$ cat config.mk
export PLATFORM = sky130hd
export DESIGN_NAME = key_filter_multi
export DESIGN_NICKNAME = d
export VERILOG_FILES = /design/src/rtl/key_filter_pkg.sv /design/src/rtl/key_filter_chan.sv /design/src/rtl/key_filter_multi.sv
export SDC_FILE = /design/constraint.sdc
export NUM_CORES = 1
export LEC_CHECK = 0
export CORE_MARGIN = 5
export CORE_UTILIZATION = 45
export CTS_CLUSTER_SIZE = 10
export DETAILED_ROUTE_END_ITERATION = 10
export PLACE_DENSITY = 0.65
export SKIP_LAST_GASP = 1
export SLEW_MARGIN = 20
export SYNTH_ARGS = -nofsm -noshare
export SYNTH_HDL_FRONTEND = slang
export SYNTH_SLANG_ARGS = --single-unit
$ cat constraint.sdc
create_clock -name sys_clock -period 3.1 [get_ports sys_clock]
set_input_delay 0.62 -clock sys_clock [delete_from_list [all_inputs] [get_ports sys_clock]]
set_output_delay 0.62 -clock sys_clock [all_outputs]
set_load 0.02 [all_outputs]
$ cat src/rtl/key_filter_pkg.sv
// Shared types and sizing helpers for the multi-channel key debouncer.
package key_filter_pkg;

  typedef enum logic [2:0] {
    ST_IDLE       = 3'd0,
    ST_PRESS_DB   = 3'd1,
    ST_HELD       = 3'd2,
    ST_LONG       = 3'd3,
    ST_RELEASE_DB = 3'd4
  } key_state_e;

  // One counter width covers debounce, long-press and repeat timing.
  function automatic int cnt_width(input int a, input int b, input int c);
    int m;
    m = a;
    if (b > m) m = b;
    if (c > m) m = c;
    return (m < 1) ? 1 : $clog2(m + 1);
  endfunction

endpackage

$ cat src/rtl/key_filter_chan.sv
// One key channel: 2-flop synchroniser, debounce/long/repeat FSM, registered events.
module key_filter_chan
  import key_filter_pkg::*;
#(
  parameter int CNT_MAX    = 999_999,
  parameter int LONG_MAX   = 49_999_999,
  parameter int REPEAT_MAX = 9_999_999,
  parameter int REPEAT_EN  = 1,
  parameter int ACTIVE_LOW = 1
) (
  input  logic sys_clock,
  input  logic sys_rst,
  input  logic key_i,
  output logic level_o,
  output logic press_o,
  output logic release_o,
  output logic long_o,
  output logic repeat_o
);

  localparam int             CW        = cnt_width(CNT_MAX, LONG_MAX, REPEAT_MAX);
  localparam logic [CW-1:0]  CNT_END   = CW'(CNT_MAX);
  localparam logic [CW-1:0]  LONG_END  = CW'(LONG_MAX);
  localparam logic [CW-1:0]  REP_END   = CW'(REPEAT_MAX);
  localparam logic [CW-1:0]  CNT_ONE   = CW'(1);
  localparam logic           REL_LEVEL = (ACTIVE_LOW != 0);
  localparam logic           REP_ON    = (REPEAT_EN != 0);

  logic [1:0]    sync_q;
  key_state_e    state_q;
  logic [CW-1:0] cnt_q;
  logic          long_seen_q;
  logic          level_q, press_q, release_q, long_q, repeat_q;
  logic          pressed;

  // XOR with the released level folds the polarity choice into one gate.
  assign pressed = sync_q[1] ^ REL_LEVEL;

  // NOTE: all state lives in one clocked block with non-blocking updates, so every
  // read of state_q/cnt_q sees the pre-edge value regardless of statement order.
  always_ff @(posedge sys_clock) begin
    if (sys_rst) begin
      // NOTE: the synchroniser resets to the released pin level, otherwise a
      // reset could look like a press to the FSM on the first cycles after it.
      sync_q      <= {2{REL_LEVEL}};
      state_q     <= ST_IDLE;
      cnt_q       <= '0;
      long_seen_q <= 1'b0;
      level_q     <= 1'b0;
      press_q     <= 1'b0;
      release_q   <= 1'b0;
      long_q      <= 1'b0;
      repeat_q    <= 1'b0;
    end else begin
      sync_q    <= {sync_q[0], key_i};
      press_q   <= 1'b0;
      release_q <= 1'b0;
      long_q    <= 1'b0;
      repeat_q  <= 1'b0;

      unique case (state_q)
        ST_IDLE: begin
          if (pressed) begin
            state_q <= ST_PRESS_DB;
            cnt_q   <= '0;
          end
        end
        ST_PRESS_DB: begin
          if (!pressed) begin
            state_q <= ST_IDLE;
            cnt_q   <= '0;
          end else if (cnt_q == CNT_END) begin
            state_q <= ST_HELD;
            cnt_q   <= '0;
            press_q <= 1'b1;
            level_q <= 1'b1;
          end else begin
            cnt_q <= cnt_q + CNT_ONE;
          end
        end
        ST_HELD: begin
          if (!pressed) begin
            state_q <= ST_RELEASE_DB;
            cnt_q   <= '0;
          end else if (cnt_q == LONG_END) begin
            state_q     <= ST_LONG;
            cnt_q       <= '0;
            long_q      <= 1'b1;
            long_seen_q <= 1'b1;
          end else begin
            cnt_q <= cnt_q + CNT_ONE;
          end
        end
        ST_LONG: begin
          if (!pressed) begin
            state_q <= ST_RELEASE_DB;
            cnt_q   <= '0;
          end else if (cnt_q == REP_END) begin
            // Without repeat the counter parks at its end value.
            if (REP_ON) begin
              repeat_q <= 1'b1;
              cnt_q    <= '0;
            end
          end else begin
            cnt_q <= cnt_q + CNT_ONE;
          end
        end
        ST_RELEASE_DB: begin
          if (pressed) begin
            state_q <= long_seen_q ? ST_LONG : ST_HELD;
            cnt_q   <= '0;
          end else if (cnt_q == CNT_END) begin
            state_q     <= ST_IDLE;
            cnt_q       <= '0;
            release_q   <= 1'b1;
            level_q     <= 1'b0;
            long_seen_q <= 1'b0;
          end else begin
            cnt_q <= cnt_q + CNT_ONE;
          end
        end
        default: begin
          state_q <= ST_IDLE;
          cnt_q   <= '0;
        end
      endcase
    end
  end

  assign level_o   = level_q;
  assign press_o   = press_q;
  assign release_o = release_q;
  assign long_o    = long_q;
  assign repeat_o  = repeat_q;

endmodule

$ cat src/rtl/key_filter_multi.sv
// Multi-channel key debouncer: NUM_KEYS independent key_filter_chan instances.
module key_filter_multi
  import key_filter_pkg::*;
#(
  parameter int NUM_KEYS   = 4,
  parameter int CNT_MAX    = 999_999,
  parameter int LONG_MAX   = 49_999_999,
  parameter int REPEAT_MAX = 9_999_999,
  parameter int REPEAT_EN  = 1,
  parameter int ACTIVE_LOW = 1
) (
  input  logic                sys_clock,
  input  logic                sys_rst,
  input  logic [NUM_KEYS-1:0] key_in,
  output logic [NUM_KEYS-1:0] key_level,
  output logic [NUM_KEYS-1:0] key_press,
  output logic [NUM_KEYS-1:0] key_release,
  output logic [NUM_KEYS-1:0] key_long,
  output logic [NUM_KEYS-1:0] key_repeat
);

  for (genvar k = 0; k < NUM_KEYS; k++) begin : g_chan
    key_filter_chan #(
      .CNT_MAX   (CNT_MAX),
      .LONG_MAX  (LONG_MAX),
      .REPEAT_MAX(REPEAT_MAX),
      .REPEAT_EN (REPEAT_EN),
      .ACTIVE_LOW(ACTIVE_LOW)
    ) u_chan (
      .sys_clock(sys_clock),
      .sys_rst  (sys_rst),
      .key_i    (key_in[k]),
      .level_o  (key_level[k]),
      .press_o  (key_press[k]),
      .release_o(key_release[k]),
      .long_o   (key_long[k]),
      .repeat_o (key_repeat[k])
    );
  end

endmodule

==> impl_metrics.ini, run 1 <==
; implementation run metrics
[status]
outcome = finished, final reports clean

[sta]
whs_ns = 0.4089
period_minus_slack_ns = 2.613
worst_pin_slew_ns = 0.8165
rsz0062_at_grt = false
fin_setup_tns_ns = 0
drv_slew = 0
fmax_ghz = 0.3827
layout_setup_ws_ns = 0.4870
final-hold-violation-count = 0
setup_viol = 0
fin_worst_skew_ns = 0.007151
min_period_over_period_pct = 84.29
slew_headroom_pct = 45.36

[yosys]
synth.top_cell.area_share_pct = 37.46
largest_area_cell = dfxtp_1
async_flop_share_pct = 0
yosysUniqueCellTypes = 68
synth.most_common_cell = dfxtp_1
syn_nets = 1026
ys_area_mm2 = 0.007909
ys_seq_share_pct = 37.46
synth_flops = 148
syn_inst = 1016
yosysWarnings = 0
synth_area_mm2 = 0.007909
common_cells = 148 x dfxtp_1, 112 x nor2_1, 111 x nand2_1
synthTopCellsByArea = dfxtp_1 37%, nor2_1 5.3%, nand2_1 5.3%, nand3_1 3.4%, nand4_1 3.2%
avgSynthCellArea_um2 = 7.784
ff_type = dfxtp_1

[placed_design]
place_inst = 1207
placed_area_mm2 = 0.008185
port_buffers = 25
place_congestion = 0.8875
dp_slack_ns = 0.5582

[routing]
drtAntennaViolNets = 0
drt-initial-drc-count = 530
drt-met1-wl_um = 8847
via_per_inst = 5.821
drc = 0
dr_wl_met2_um = 8472
dr.pass1.iters = 7

[layout]
inv_count = 24
design.seq.count = 148
area_delta_synth_final_pct = 11.98
largestClassByArea = logic gates
drive_gt1_share_pct = 8.399
final_net_count = 1011
layout.nonclk_buf_share_pct = 4.210
antenna_cells = 0
register_area_mm2 = 0.002963
comb_area_mm2 = 0.004483
layout_top_cells = 148 x dfxtp_1, 112 x nor2_1, 111 x nand2_1
buffers = 42
nMultiInputCombCells = 768
clkCellAreaFrac_pct = 7.516

[global_routing]
met3_usage_pct = 3.125
met1_usage_pct = 24.46
grt_pass1_wl_um = 31260
grt_max_degree = 74
antenna_found_initial = 0
gr-total-overflow = 0
grt_pass1_vias = 6597
use_met2_pct = 29.82
grt-busiest-layer = met2

[min_path]
hp-start = g_chan[0].u_chan.sync_q[0]
holdPathStages = 1
hold_class = reg2reg

[worst_setup_path]
slowest_stage = nor4_1
cp.arrival_ns = 2.92
crit_chain = ha_1 > nand3_1 > nor4_1 > and4_1 > o21ai_2 > and4_1 > a311o_1
path_class = reg2reg
regToRegEndpoint = g_chan[2].u_chan.cnt_q[25]
startpoint_type = flop
critical-path-top-delay-family = simple AND/OR/NAND/NOR gates
cp_max_fo = 19
r2r_cells = 7
crit_path_frequent_cell = and4_1
slowest_delay_ns = 0.57
end_kind = flop
startpoint = g_chan[2].u_chan.cnt_q[0]
cp-endpoint = g_chan[2].u_chan.cnt_q[25]
cp.depth = 7
required_ns = 3.41

[die]
fp.dieW_um = 142.6
io_pins = 26
fp_util_pct = 45.72
die_h_um = 142.6
die_area_mm2 = 0.02033

[clock_network]
clock_latency_ns = 0.42
clkTransAtPathRegs_ns = 0.06
cts_setup_buffers = 0
cts_sinks = 148
ctsRootBufferMaster = clkbuf_16
cts_buffers = 17
hold_buffers = 0
cts_buffer_depth = 2
cts_resized = 0
cts_tree = done
htreeDepth = 4

[power]
pg_clk_mw = 2.36
p_leak_nw = 2.916
p_switching_mw = 0.9069
p_comb_mw = 0.147
power_leader = clock
p_per_area_mw_per_mm2 = 501.7
ir_worst_vdd_mv = 0.3073
p_total_mw = 4.443
clkPwrFrac_pct = 53.2
netSwitchingFraction_pct = 20.41
p_seq_share_pct = 43.5
pg_seq_mw = 1.93

[run]
warnings = 26
==> run 1: cells by family after synthesis <==
group,share of synthesized area (%)
AND/OR/NAND/NOR,35.83
AND-OR/OR-AND,15.49
flip-flops,37.46
buffers and inverters,6.106
XOR/XNOR,4.097
adder cells (fa/ha/maj),0.6328
multiplexers,0.3797
==> run 1: sequential cells by signal (all words and copies together) (netlist names) <==
register                   cells
g_chan.u_chan.press_o          4
g_chan.u_chan.sync_q           8
g_chan.u_chan.release_o        4
g_chan.u_chan.level_o          4
g_chan.u_chan.long_o           4
g_chan.u_chan.repeat_o         4
g_chan.u_chan.cnt_q          104
g_chan.u_chan.state_q         12
g_chan.u_chan.long_seen_q      4
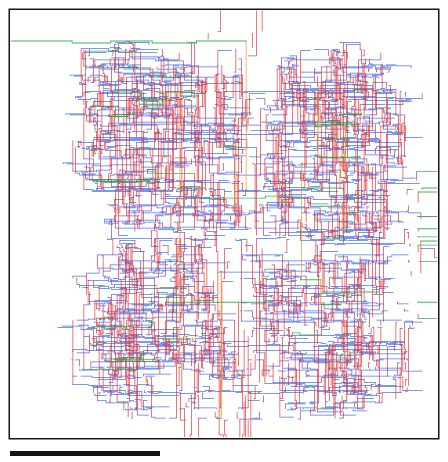
Fig. 1. Metal layers overlaid (run 1).
Bar = 50 µm.
Key: blue = met1 [wire length 8850 µm]; orange = met4 [wire length 318 µm]; green = met3 [wire length 687 µm]; red = met2 [wire length 8470 µm]
All-Layer GR Usage: 18.32%
Via Count: 7200
Avg WL per Cell: 14.81 µm
final WL: 18320 µm

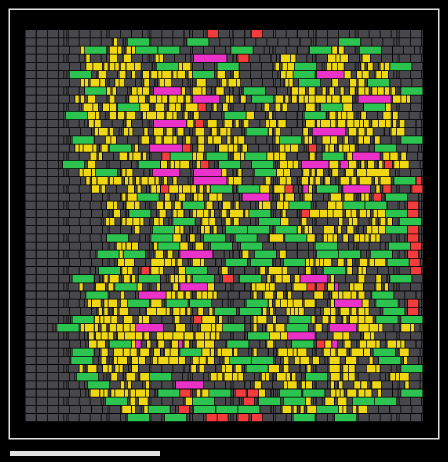
Fig. 2. Cell classes on the final placement (run 1).
Bar = 50 µm. Fill, decap, tap and diode cells in grey.
Key: green = flops [cells 148, share of their area 35%]; magenta = clock drivers and dummy loads [cells 30, share of their area 7.8%]; yellow = all other logic [cells 792, share of their area 53%]; red = other buffers and delay cells [cells 42, share of their area 4.3%]
Core Area: 0.01730 mm²
FP Rows: 48
Final Util: 51.20%
Final Cell Area: 0.008856 mm²
flop share of the area: 33.46%

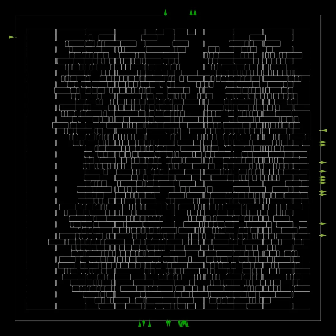
Fig. 3. Cell outlines without signal wires (run 1).
final std cells w/o fill: 1237
Fillers: 1663
Well Taps: 225

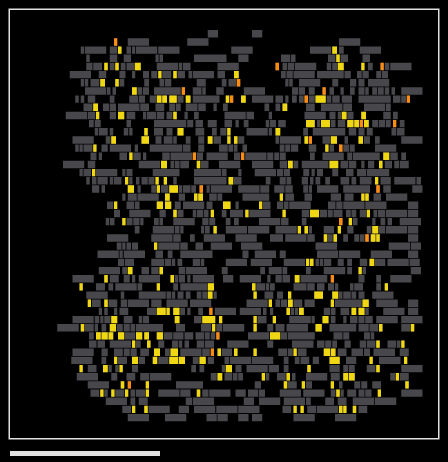
Fig. 4. Gate-type map (run 1).
Bar = 50 µm.
Key: orange = inverters [cells 24]; yellow = NOR gates [cells 199]
Comb/total area: 50.62%
commonest non-fill, non-tap cell in the layout: dfxtp_1

Fig. 5: run 1, signal wires on met4
Bar = 50 µm.
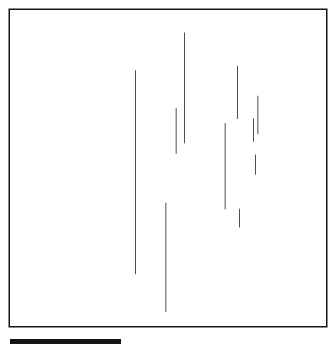

--- run 2 (diff from run 1) ---
--- a/config.mk
+++ b/config.mk
@@ -9,7 +9,7 @@
 export CORE_UTILIZATION = 45
 export CTS_CLUSTER_SIZE = 10
 export DETAILED_ROUTE_END_ITERATION = 10
-export PLACE_DENSITY = 0.65
+export PLACE_DENSITY = 0.67
 export SKIP_LAST_GASP = 1
 export SLEW_MARGIN = 20
 export SYNTH_ARGS = -nofsm -noshare
==> constraint.sdc (replaced) <==
create_clock -name sys_clock -period 2.25 [get_ports sys_clock]
set_input_delay 0.45 -clock sys_clock [delete_from_list [all_inputs] [get_ports sys_clock]]
set_output_delay 0.45 -clock sys_clock [all_outputs]
set_load 0.02 [all_outputs]
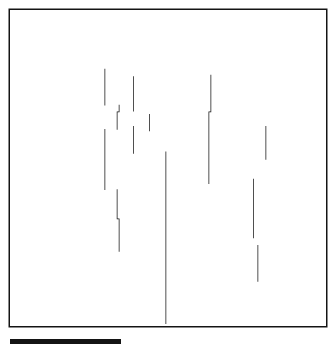
Fig. 6. Signal wires on met4 (run 2).
Bar = 50 µm.
The layer holds 1.5% of the routed length. The layer carries 305 µm of wire.
Via Count: 7691
final WL: 20190 µm

==> run 2 against run 1 <==
Net effect: the run now ends with setup timing left; clock skew is 0.0043 ns higher; total power is 36% higher; combinational power is 82% higher; final cell count is 8.3% higher; flip-flop count stayed put; register-to-register slack worse by 0.63 ns; fmax is 9.3% higher; via count is 6.8% higher; synthesized cell count stayed put; setup slack worse by 0.63 ns; synthesized area stayed put; critical endpoint is now g_chan[3].u_chan.cnt_q[16].
==> impl_metrics.ini, run 2 <==
; implementation run metrics
[layout]
lay_top_count = dfxtp_1
area_delta_synth_final_pct = 24.28
fillers = 1558
final_net_count = 1112
final_cells = 1340
largestRegisters = g_chan.u_chan.cnt_q x104, g_chan.u_chan.state_q x12, g_chan.u_chan.sync_q x8
regMostFlops = g_chan.u_chan.cnt_q
layout_top_cells = 146 x dfxtp_1, 113 x buf_4, 112 x nor2_1
comb_area_mm2 = 0.004677
final_core_util_pct = 56.83

[routing]
dr.pass1.iters = 5
dr_wl_met2_um = 9595
drt-initial-drc-count = 525
drt-met1-wl_um = 9398
drtAntennaViolNets = 0
via_per_inst = 5.740
drt-wirelength-per-cell_um = 15.06

[placed_design]
place_inst = 1308
placed_area_mm2 = 0.008970
place_congestion = 0.8998
port_buffers = 25

[die]
io_pins = 26
fp_util_pct = 45.72
std_cell_rows = 48
fp.coreArea_mm2 = 0.01730

[sta]
fin_worst_skew_ns = 0.01148
worst_pin_slew_ns = 0.6458
slew_headroom_pct = 56.71
whs_ns = 0.4114
final-hold-violation-count = 0
fmax_ghz = 0.4184
setup_viol = 19
min_period_over_period_pct = 106.2
layout_setup_ws_ns = -0.1398
drv_slew = 0

[clock_network]
cts_setup_buffers = 0
cts_tree = done
cts_sinks = 148

[global_routing]
gr-total-overflow = 0
grt-busiest-layer = met2
met1_usage_pct = 26.62
antenna_found_initial = 0
grt_max_degree = 74
use_met2_pct = 33.68
grt_pass1_vias = 7162

[worst_setup_path]
cp.depth = 7
startpoint = g_chan[3].u_chan.cnt_q[24]
required_ns = 2.57
path_class = reg2reg
startpoint_type = flop
cp-endpoint = g_chan[3].u_chan.cnt_q[16]
end_kind = flop
cp_max_fo = 24
crit_path_frequent_cell = or4_4
regToRegEndpoint = g_chan[3].u_chan.cnt_q[16]

[status]
outcome = finished with violations
violations = setup timing

[power]
p_per_area_mw_per_mm2 = 614.6
p_leak_nw = 3.472
pg_clk_mw = 3.13
p_seq_share_pct = 43.7
power_leader = clock
p_switching_mw = 1.378

[yosys]
synth_area_mm2 = 0.007909
ys_seq_share_pct = 37.46
xor_share_pct = 4.097
largest_area_cell = dfxtp_1
synth.top_cell.area_share_pct = 37.46
syn_nets = 1026
ff_type = dfxtp_1
synth_flops = 148
common_cells = 148 x dfxtp_1, 112 x nor2_1, 111 x nand2_1
top_logic_kind = simple AND/OR/NAND/NOR gates
avgSynthCellArea_um2 = 7.784
syn_inst = 1016
synth.most_common_cell = dfxtp_1
synth-simple-area-share_pct = 35.83
async_flop_share_pct = 0

[min_path]
holdPathStages = 1
hold_class = reg2reg

[run]
warnings = 29
-- run 2: cell types whose count changed in the layout (fill, tap and decap cells not counted), moves of 4 or more --
cell and change:
a21oi_1 -8, a21oi_2 +6, buf_4 +96, inv_6 +4
nor4_1 -5, nor4_2 +4, o21ai_0 -6, o21ai_1 +5
or4_1 -4, or4_4 +4
-- run 2: what timing repair did --
item | in CTS | in global routing
pin swaps | 3 | 1
endpoints found under the hold margin | 0 | 0
gates cloned | 0 | 0
endpoints found under the setup margin | 27 | 71
resized | 23 | 23
-- run 2: final cells by class --
cell class	count	area share (%)
clock inverter	13	1.986
sequential	148	30.17
inverter	24	0.9165
timing repair buffer	143	11.88
tap	225	2.864
multi-input combinational	768	47.58
clock buffer	19	4.608
Fig. 7: run 2, cell outlines without signal wires
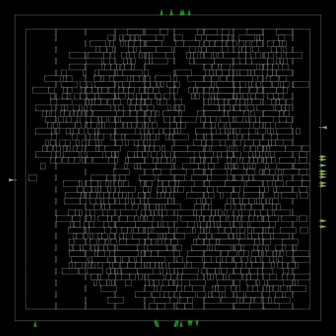

--- run 3 (diff from run 2) ---
--- a/config.mk
+++ b/config.mk
@@ -9,9 +9,9 @@
 export CORE_UTILIZATION = 45
 export CTS_CLUSTER_SIZE = 10
 export DETAILED_ROUTE_END_ITERATION = 10
-export PLACE_DENSITY = 0.67
 export SKIP_LAST_GASP = 1
 export SLEW_MARGIN = 20
 export SYNTH_ARGS = -nofsm -noshare
 export SYNTH_HDL_FRONTEND = slang
+export SYNTH_HIERARCHICAL = 1
 export SYNTH_SLANG_ARGS = --single-unit
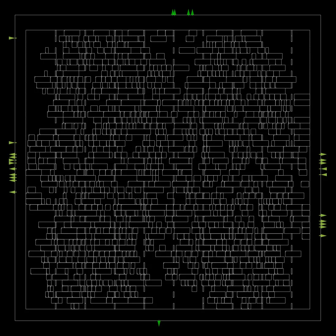
Fig. 8. Cell outlines without signal wires (run 3).
Fillers: 1603
flop count: 148
Final Util: 57.71%
Core Area: 0.01736 mm²

==> run 3 against run 2 <==
Net effect: the flow still finishes with violations (setup timing); synthesized cell count is 2.2% lower; via count is 0.75% higher; highest routed layer unchanged; sequential share of layout area is 0.49 points lower; routed wire length is 6.1% higher.
==> impl_metrics.ini, run 3 <==
; implementation run metrics
[layout]
largestRegisters = g_chan.u_chan/cnt_q x104, g_chan.u_chan/state_q x12, g_chan.u_chan/sync_q x8
regMostFlops = g_chan.u_chan/cnt_q
drive_gt1_share_pct = 22.43
area_delta_synth_final_pct = 25.72
final_cells = 1344
antenna_cells = 0
largest_reg_flops = 104

[global_routing]
grt_pass1_wl_um = 35080
grt_pass1_vias = 7156
met3_usage_pct = 4.555
grt_max_degree = 33
track_usage_pct = 20.59
grt-busiest-layer = met2
gr-total-overflow = 0
met1_usage_pct = 28.58
use_met2_pct = 32.49

[sta]
fin_setup_tns_ns = -3.793
layout_setup_ws_ns = -0.1399
min_period_over_period_pct = 106.2
period_minus_slack_ns = 2.390
setup_viol = 45
drv_slew = 0
slew_headroom_pct = 63.46
fmax_ghz = 0.4184
fin_worst_skew_ns = 0.006373
whs_ns = 0.4056
final-hold-violation-count = 0

[yosys]
synth.most_common_cell = dfxtp_1
avgSynthCellArea_um2 = 8.016
yosysUniqueCellTypes = 91
common_cells = 148 x dfxtp_1, 121 x nor2_1, 120 x nand2_1
syn_nets = 1004
ff_type = dfxtp_1
xor_share_pct = 4.617
top_logic_kind = simple AND/OR/NAND/NOR gates
ys_sh_mux_pct = 0.3769
fa_ha_area_share_pct = 0.6281
synthTopCellsByArea = dfxtp_1 37%, nor2_1 5.7%, nand2_1 5.7%, nand3_1 4.6%, xor2_1 3.4%
synth-compound-area-share_pct = 14.98
synth_flops = 148
synth.top_cell.area_share_pct = 37.19
ys_seq_share_pct = 37.19
synth_area_mm2 = 0.007968
largest_area_cell = dfxtp_1

[worst_setup_path]
slowest_delay_ns = 0.58
critical-path-top-delay-family = simple AND/OR/NAND/NOR gates
cp.depth = 7
cp_max_fo = 13
cp-endpoint = g_chan[0].u_chan/cnt_q[13]
cp.arrival_ns = 2.70
startpoint = g_chan[0].u_chan/cnt_q[24]
crit_chain = or4b_1 > or4_4 > nor4_4 > o21bai_4 > o21ai_4 > buf_12 > nor2_1
end_kind = flop
r2r_cells = 7
required_ns = 2.56
regToRegEndpoint = g_chan[0].u_chan/cnt_q[13]
path_class = reg2reg
startpoint_type = flop
slowest_stage = or4_4

[power]
netSwitchingFraction_pct = 22.06
p_per_area_mw_per_mm2 = 572.8
pg_seq_mw = 2.64
clkPwrFrac_pct = 48.5
power_leader = clock
p_switching_mw = 1.266

[die]
std_cell_rows = 48
die_area_mm2 = 0.02047
fp.dieW_um = 143.1
die_h_um = 143.1
fp_util_pct = 45.91

[clock_network]
clock_latency_ns = 0.42
clkTransAtPathRegs_ns = 0.06
htreeDepth = 4
cts_sinks = 148
cts_buffer_depth = 2

[placed_design]
placed_area_mm2 = 0.009104
place_inst = 1300
port_buffers = 25

[routing]
dr_wl_met2_um = 9788
via_per_inst = 5.766
drt-initial-drc-count = 678
wl_um = 21410
drt-wirelength-per-cell_um = 15.93
drt-met1-wl_um = 10360
dr_total_vias = 7749
drc = 0

[status]
violations = setup timing
outcome = finished with violations

[min_path]
hold_class = reg2reg
holdPathStages = 1

[run]
warnings = 29
==> run 3: final cells by class <==
| class | instances | area, µm² |
|---|---|---|
| clock inverter | 3 | 40.04 |
| fill | 1603 | 7340 |
| inverter | 15 | 56.30 |
| multi-input combinational | 774 | 4841 |
| clock buffer | 28 | 536.8 |
| sequential | 148 | 2973 |
| timing repair buffer | 151 | 1289 |
| tap | 225 | 281.5 |
==> run 3: what timing repair did <==
| item | in CTS | in global routing |
|---|---|---|
| gates resized | 10 | 37 |
| hold buffers | 0 | 0 |
| setup endpoints to repair | 46 | 73 |
| hold endpoints to repair | 0 | 0 |
| buffers inserted | 1 | 7 |
| pin swaps | 5 | 22 |
| cloned | 1 | 4 |
No activity file was given, so power comes from the tool's default toggle rates.
